File: config.mk
export PLATFORM = sky130hd
export DESIGN_NAME = load_align_unit_flat
export DESIGN_NICKNAME = d
export VERILOG_FILES = /design/src/rtl/load_align_if.sv /design/src/rtl/load_align_unit.sv /design/src/flat_wrapper.sv
export SDC_FILE = /design/constraint.sdc
export NUM_CORES = 1
export LEC_CHECK = 0
export CAP_MARGIN = 30
export CORE_ASPECT_RATIO = 1.4
export CORE_MARGIN = 3
export CORE_UTILIZATION = 37
export CTS_CLUSTER_DIAMETER = 30
export DETAILED_ROUTE_END_ITERATION = 12
export PLACE_DENSITY = 0.82
export SLEW_MARGIN = 20
export SYNTH_ARGS = -nofsm -noshare
export SYNTH_HDL_FRONTEND = slang
export SYNTH_SLANG_ARGS = --single-unit
File: constraint.sdc
create_clock -name clk -period 1.7 [get_ports clk]
set_clock_uncertainty 0.2 [all_clocks]
set_input_delay 0.425 -clock clk [delete_from_list [all_inputs] [get_ports clk]]
set_output_delay 0.425 -clock clk [all_outputs]
set_load 0.03 [all_outputs]
File: src/rtl/load_align_if.sv
// load_align_if: load request, memory read port and load result bundle
interface load_align_if #(
   parameter int ADDR_WIDTH = 32,
   parameter int DATA_WIDTH = 32
);
   logic                  load_req;
   logic [2:0]            load_funct3;
   logic [ADDR_WIDTH-1:0] load_addr;
   logic                  mem_read;
   logic [ADDR_WIDTH-1:0] mem_address;
   logic                  mem_resp;
   logic [DATA_WIDTH-1:0] mem_rdata;
   logic [DATA_WIDTH-1:0] load_data;
   logic                  load_done;
   logic                  load_fault;
   logic                  busy;
   modport master (
      output load_req, load_funct3, load_addr, mem_resp, mem_rdata,
      input  mem_read, mem_address, load_data, load_done, load_fault, busy
   );
   modport slave (
      input  load_req, load_funct3, load_addr, mem_resp, mem_rdata,
      output mem_read, mem_address, load_data, load_done, load_fault, busy
   );
endinterface

File: src/rtl/load_align_unit.sv
// load_align_unit: RV32I load handshake with byte/halfword extraction and extension
module load_align_unit #(
   parameter int ADDR_WIDTH = 32,
   parameter int DATA_WIDTH = 32
) (
   input logic        clk,
   input logic        rst,
   load_align_if.slave bus
);
   typedef enum logic [1:0] {S_IDLE, S_WAIT, S_DONE, S_FAULT} state_t;
   state_t                state, state_n;
   logic [2:0]            funct3_q;
   logic [1:0]            off_q;
   logic [ADDR_WIDTH-1:0] addr_q;
   logic [DATA_WIDTH-1:0] data_q, data_n;
   logic                  legal;
   logic [7:0]            byte_v;
   logic [15:0]           half_v;
   // state register
   always_ff @(posedge clk) begin
      if (rst) state <= S_IDLE;
      else     state <= state_n;
   end
   // request legality: known funct3 and natural alignment for the access size
   always_comb begin
      legal = (bus.load_funct3 == 3'b000) || (bus.load_funct3 == 3'b100) ||
              (((bus.load_funct3 == 3'b001) || (bus.load_funct3 == 3'b101)) && !bus.load_addr[0]) ||
              ((bus.load_funct3 == 3'b010) && (bus.load_addr[1:0] == 2'b00));
   end
   // next-state logic; requests outside IDLE and responses outside WAIT are ignored
   always_comb begin
      state_n = (state == S_IDLE) ? (bus.load_req ? (legal ? S_WAIT : S_FAULT) : S_IDLE) :
                (state == S_WAIT) ? (bus.mem_resp ? S_DONE : S_WAIT) : S_IDLE;
   end
   // capture request fields on acceptance and the extracted word on response
   always_ff @(posedge clk) begin
      if (rst) begin
         funct3_q <= '0;
         off_q    <= '0;
         addr_q   <= '0;
         data_q   <= '0;
      end else begin
         if (state == S_IDLE && bus.load_req) begin
            funct3_q <= bus.load_funct3;
            off_q    <= bus.load_addr[1:0];
            if (legal) addr_q <= {bus.load_addr[ADDR_WIDTH-1:2], 2'b00};
         end
         if (state == S_WAIT && bus.mem_resp) data_q <= data_n;
      end
   end
   // lane select and sign/zero extension of the returned word
   always_comb begin
      byte_v = bus.mem_rdata[{off_q, 3'b000} +: 8];
      half_v = off_q[1] ? bus.mem_rdata[31:16] : bus.mem_rdata[15:0];
      data_n = funct3_q[1] ? bus.mem_rdata :
               funct3_q[0] ? {{(DATA_WIDTH-16){half_v[15] & ~funct3_q[2]}}, half_v} :
                             {{(DATA_WIDTH-8){byte_v[7] & ~funct3_q[2]}}, byte_v};
   end
   // outputs decoded from state and the capture registers
   always_comb begin
      bus.mem_read    = state == S_WAIT;
      bus.load_done   = state == S_DONE;
      bus.load_fault  = state == S_FAULT;
      bus.busy        = state != S_IDLE;
      bus.mem_address = addr_q;
      bus.load_data   = data_q;
   end
endmodule

File: src/flat_wrapper.sv
// flat-port wrapper written by rule: the top's interface ports become plain ports
module load_align_unit_flat 
#(
   parameter int ADDR_WIDTH = 32,
   parameter int DATA_WIDTH = 32
)
  (clk, rst, bus_load_req, bus_load_funct3, bus_load_addr, bus_mem_resp, bus_mem_rdata, bus_mem_read, bus_mem_address, bus_load_data, bus_load_done, bus_load_fault, bus_busy);
  load_align_if #(.ADDR_WIDTH(ADDR_WIDTH), .DATA_WIDTH(DATA_WIDTH)) bus_i ();
  input logic clk;
  input logic rst;
  input wire logic [$bits(bus_i.load_req)-1:0] bus_load_req;
  input wire logic [$bits(bus_i.load_funct3)-1:0] bus_load_funct3;
  input wire logic [$bits(bus_i.load_addr)-1:0] bus_load_addr;
  input wire logic [$bits(bus_i.mem_resp)-1:0] bus_mem_resp;
  input wire logic [$bits(bus_i.mem_rdata)-1:0] bus_mem_rdata;
  output wire logic [$bits(bus_i.mem_read)-1:0] bus_mem_read;
  output wire logic [$bits(bus_i.mem_address)-1:0] bus_mem_address;
  output wire logic [$bits(bus_i.load_data)-1:0] bus_load_data;
  output wire logic [$bits(bus_i.load_done)-1:0] bus_load_done;
  output wire logic [$bits(bus_i.load_fault)-1:0] bus_load_fault;
  output wire logic [$bits(bus_i.busy)-1:0] bus_busy;
  assign bus_i.load_req = bus_load_req;
  assign bus_i.load_funct3 = bus_load_funct3;
  assign bus_i.load_addr = bus_load_addr;
  assign bus_i.mem_resp = bus_mem_resp;
  assign bus_i.mem_rdata = bus_mem_rdata;
  assign bus_mem_read = bus_i.mem_read;
  assign bus_mem_address = bus_i.mem_address;
  assign bus_load_data = bus_i.load_data;
  assign bus_load_done = bus_i.load_done;
  assign bus_load_fault = bus_i.load_fault;
  assign bus_busy = bus_i.busy;
  load_align_unit #(.ADDR_WIDTH(ADDR_WIDTH), .DATA_WIDTH(DATA_WIDTH)) u_core (.clk(clk), .rst(rst), .bus(bus_i));
endmodule
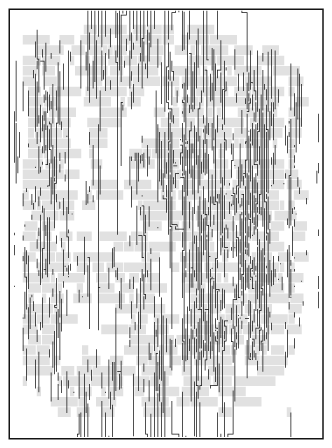
(run_1/m2.png)
Cells faint in the background.
share of all routed wire: 52%
longest straight run: 54.1 µm
wire length on this layer: 5010 µm

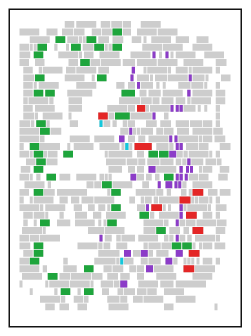
(run_1/gates.png)
| family | color | cells |
|---|---|---|
| non-inverting ao/oa cells | red | 10 |
| nand cells | purple | 43 |
| inv cells | cyan | 3 |
| mux cells | green | 43 |

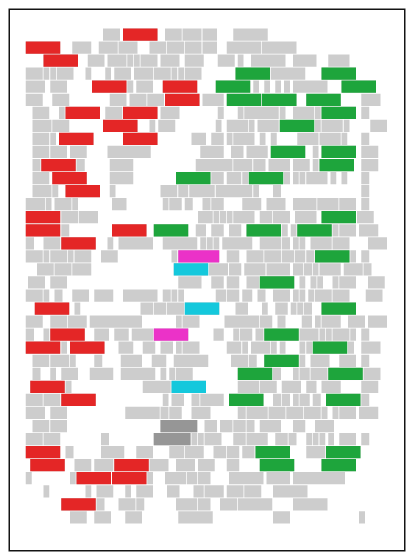
(run_1/ff_map.png)
Other sequential cells in the stronger gray, the rest of the logic in the fainter gray.
| signal | color | flops |
|---|---|---|
| u_core.bus.mem_address | red | 30 |
| u_core.off_q | magenta | 2 |
| u_core.funct3_q | cyan | 3 |
| u_core.bus.load_data | green | 32 |
Seq group: 1.78 mW
Seq/total area: 26.7%

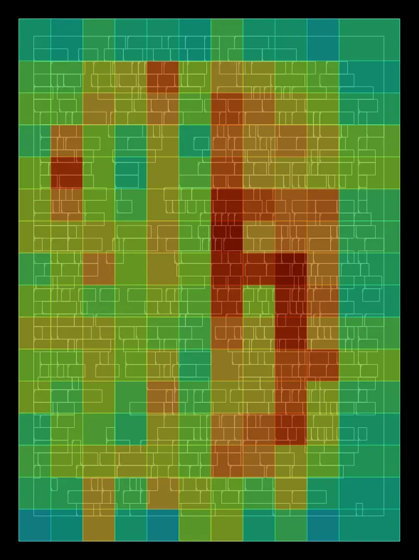
(run_1/congestion_map.png)
GRT met1 Usage: 23.2%
Routed WL per cell: 16.1 µm
GRT Max-Usage Layer: met2
M3 GR Usage: 7.30%
GRT Util Overall: 21.6%

[run 1: cell usage in the layout (no fill, tap or decap), types with 2 or more instances in the layout]
cell             instances
dlymetal6s2s_1           2
bufinv_16                2
buf_4                   27
buf_12                  19
clkinv_2                 3
dfxtp_2                  2
nor2_1                  74
dfxtp_1                 66
clkbuf_1                 2
nand3b_1                 9
a31oi_4                  2
o21ai_0                  6
nand2_1                 32
a211oi_2                23
or2_4                    2
nor3_1                   8
nor2b_1                  3
clkdlybuf4s15_2         30
conb_1                   2
clkbuf_2                21
a31oi_1                  7
o221a_2                  7
buf_6                    6
clkbuf_8                 9
a21oi_1                  4
dlygate4sd2_1            7
inv_1                    3
clkdlybuf4s50_1         59
mux2i_1                 41
==> flow_summary.json, run 1 <==
{
  "clkCellAreaFrac_pct": 3.97,
  "num_rows": 38,
  "hold_viol": 0,
  "critPathLaunchType": "flop",
  "nClkBuffers": 11,
  "pg_comb_mw": 1.12,
  "antennaDiodeCount": 0,
  "comb_area_um2": 1670,
  "p_clk_share_pct": 33.0,
  "fin_area_um2": 5200,
  "max_freq_mhz": 578,
  "finalCritPeriodShare_pct": 102,
  "area_leaders": "dfxtp_1 (46%), mux2i_1 (14%), nor2_1 (9.3%)",
  "dr.pass1.iters": 4,
  "min_path_cells": 3,
  "comb_share_pct": 32.1,
  "synth-main-ff-cell": "dfxtp_1",
  "top_area_cell": "dfxtp_1",
  "chip_area_um2": 9240,
  "violations": "setup timing",
  "synth_warnings": 0,
  "grt_util_met2_pct": 37.1,
  "seq_power_share_pct": 41.1,
  "p_sw_mw": 1.25,
  "slew_violations": 0,
  "synth_cells": 338,
  "nFlopsAndLatches": 69,
  "cp.depth": 3,
  "synth_dominant_cell_count": "nor2_1",
  "tool_warnings": 29,
  "ys_async_sr_fraction_pct": 0,
  "total_power_mw": 4.34,
  "finalWorstSetupSlack_ps": -30.0,
  "routed.top_layer": "met4",
  "bufAreaShareNonClock_pct": 34.6,
  "fp_util_pct": 38.5,
  "maxCapViolCount": 0,
  "ys_seq_share_pct": 46.0,
  "clock_power_mw": 1.43,
  "leakagePower_nw": 2.18,
  "reg2reg_depth": 5,
  "crit_end": "bus_mem_read",
  "vias": 3127,
  "area_delta_synth_final_pct": 73.3,
  "mux_share_pct": 14.5,
  "clockRootBuffer": "clkbuf_8",
  "adder_share_pct": 0,
  "setup_viol": 2,
  "slowest_delay_ps": 330,
  "power_density_nw_per_um2": 834,
  "nNonClkBuffers": 173,
  "synth_area_um2": 3000,
  "cts_hold_buffers": 0,
  "placed_area_um2": 4780,
  "post_cts_resized": 183,
  "simple_gate_area_share_pct": 19.9,
  "die_w_um": 82.1,
  "outcome": "complete, but fails checks",
  "aoi_share_pct": 14.5,
  "die_h_um": 113,
  "fill_cells": 607
}
==> run_1/m3.png <==
Scale bar: 20 µm.
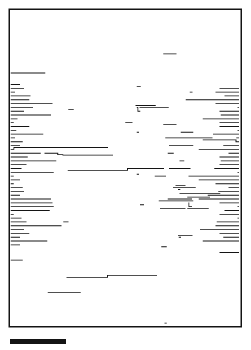

==> inputs of run 2 (changes only) <==
Settings changed: CELL_PAD_IN_SITES_DETAIL_PLACEMENT set to 0, CELL_PAD_IN_SITES_GLOBAL_PLACEMENT set to 1, CORE_UTILIZATION 37 to 26, PLACE_DENSITY 0.82 to 0.81.
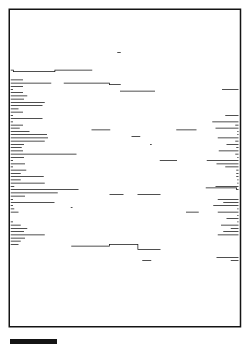
(run_2/m3.png)
Scale bar: 20 µm.
wire length on this layer: 725 µm
main direction: horizontal
nets with wire on the layer: 95
longest straight run: 28.3 µm
Routed WL: 10.1 mm
Vias: 3073
M3 GR Usage: 5.66%

==> flow_summary.json, run 2 <==
{
  "pg_comb_mw": 1.13,
  "synth_warnings": 0,
  "seq_power_share_pct": 34.1,
  "fin_nets": 580,
  "finalWorstSetupSlack_ps": -48.3,
  "fp_util_pct": 27.2,
  "worstPathMaxFanout": 2,
  "gr-total-overflow": 0,
  "xor_area_share_pct": 0,
  "postCtsSetupBuffers": 4,
  "top_logic_kind": "simple AND/OR/NAND/NOR gates",
  "grt_util_met2_pct": 26.8,
  "cts_hold_buffers": 0,
  "post-place-ws_ps": -518,
  "area_leaders": "dfxtp_1 (46%), mux2i_1 (14%), nor2_1 (9.3%)",
  "synth_cells": 338,
  "clk-insertion-delay-late_ps": 330,
  "maxCapViolCount": 0,
  "tool_warnings": 29,
  "simple_gate_area_share_pct": 19.9,
  "drive_gt1_share_pct": 31.7,
  "post-dp-hpwl_mm": 7.28,
  "fin_tns_setup_ps": -85.5,
  "regArea_um2": 1390,
  "final_cells": 656,
  "rsz0062_at_grt": "yes",
  "total_power_mw": 5.23,
  "fin_util_pct": 49.0,
  "violations": "setup timing",
  "grt_use_total_pct": 15.5,
  "worst_ep_arrival_time_ps": 1120,
  "die_h_um": 133,
  "power_density_nw_per_um2": 968,
  "synth-main-ff-cell": "dfxtp_1",
  "mux_share_pct": 14.5,
  "leakagePower_nw": 2.34,
  "ys_cells": 338,
  "crit_chain": "or2_2 > buf_2",
  "wl_per_cell_um": 15.5,
  "drt_iter0_markers": 97,
  "grt.busiest_layer": "met2",
  "routed.top_layer": "met4",
  "p_clk_share_pct": 44.3,
  "antenna_found_initial": 1,
  "drc": 0,
  "adder_share_pct": 0,
  "place_congestion": 0.793,
  "clockRootBuffer": "clkbuf_16",
  "dr_wl_met2_mm": 5.28,
  "period_minus_slack_ps": 1750,
  "area_delta_synth_final_pct": 80.2,
  "ant_nets": 0,
  "lay_top_cells": "nor2_1 (74), dfxtp_1 (66), clkdlybuf4s50_1 (58), mux2i_1 (41), buf_4 (37)",
  "clockBufferDepth": 2,
  "num_rows": 45,
  "comb_area_um2": 1610,
  "required_ps": 1070,
  "hold_viol": 0,
  "ys_seq_elements": 69,
  "synthTopCellsByCount": "nor2_1 (74), dfxtp_1 (69), mux2i_1 (42), nand2_1 (33), a211oi_1 (24)",
  "p_sw_mw": 1.36,
  "powerSeq_mw": 1.79,
  "die_w_um": 96.8,
  "holdWs_ps": 252,
  "cts_tree": "built",
  "ys_seq_share_pct": 46.0,
  "finalCritPeriodShare_pct": 103,
  "min_path_type": "in -> reg",
  "edf_count": 0,
  "critPathLaunchType": "flop",
  "drt-met1-wl_mm": 3.98,
  "place.port_buffers": 136,
  "syn_avg_cell_area_um2": 8.88,
  "dr.pass1.iters": 5,
  "grt_pass1_vias": 3154,
  "p_comb_share_pct": 21.6,
  "fill_cells": 1098,
  "cts_buffers": 9,
  "grt_use_met1_pct": 17.6,
  "critPathTopFamily": "flip-flops",
  "top_area_cell": "dfxtp_1",
  "clock_power_mw": 2.32,
  "chip_area_um2": 12900,
  "top_power_group": "the clock network",
  "switching_share_pct": 26.0,
  "placed_area_um2": 4900,
  "max_freq_mhz": 572,
  "setup_viol": 7,
  "post_cts_resized": 125,
  "placed_cells": 627,
  "critPathCaptureType": "primary output",
  "fin_area_um2": 5410,
  "synth_dominant_cell_count": "nor2_1",
  "layout_top_cell": "nor2_1",
  "clk_pin_slew_ps": 60,
  "num_io_pins": 139,
  "ys_async_sr_fraction_pct": 0,
  "crit_slowest_cell": "dfxtp_2",
  "ys_chip_area_um2": 3000,
  "routed-wl-met3_um": 724,
  "aoi_share_pct": 14.5,
  "grt_pass1_wl_mm": 15.9,
  "hold_path.startpoint": "rst",
  "slew_violations": 0,
  "synth_cell_types": 34,
  "top_cell_area_share_pct": 46.0,
  "clock_sinks": 69,
  "crit_type": "reg -> out",
  "slowest_delay_ps": 320,
  "cp_num_buf_inv": 1,
  "synth_area_um2": 3000,
  "outcome": "complete, but fails checks"
}
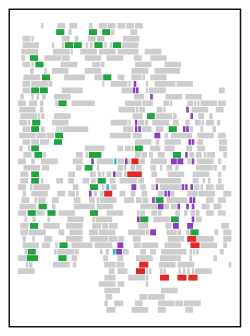
(run_2/gates.png)
| family | color | cells |
|---|---|---|
| inv cells | cyan | 3 |
| mux cells | green | 43 |
| non-inverting ao/oa cells | red | 10 |
| nand cells | purple | 43 |

## run 2: cell counts after synthesis
Identical to the previous run, type by type.
## run 2: area by class of cell
type	count	share of cell area [%]
timing repair buffer	186	34.2
multi-input combinational	240	29.8
sequential	69	25.7
clock buffer	9	4.16
tap	141	3.26
clock inverter	7	2.68
inverter	3	0.208
antenna	1	0.0463
## run 2: path summary, 6_finish.rpt
path                                                                end  slack [ps]  cells past startpoint
worst max-delay path                                           bus_busy         -50                      2
worst min-delay path                       u_core.off_q[1]$_SDFFE_PP0P_         250                      2
worst max register to register    u_core.bus.load_data[22]$_SDFFE_PP0P_         -10                      5
worst min register to register  u_core.bus.mem_address[24]$_SDFFE_PP0P_         300                      2
No activity file was given, so power comes from the tool's default toggle rates.
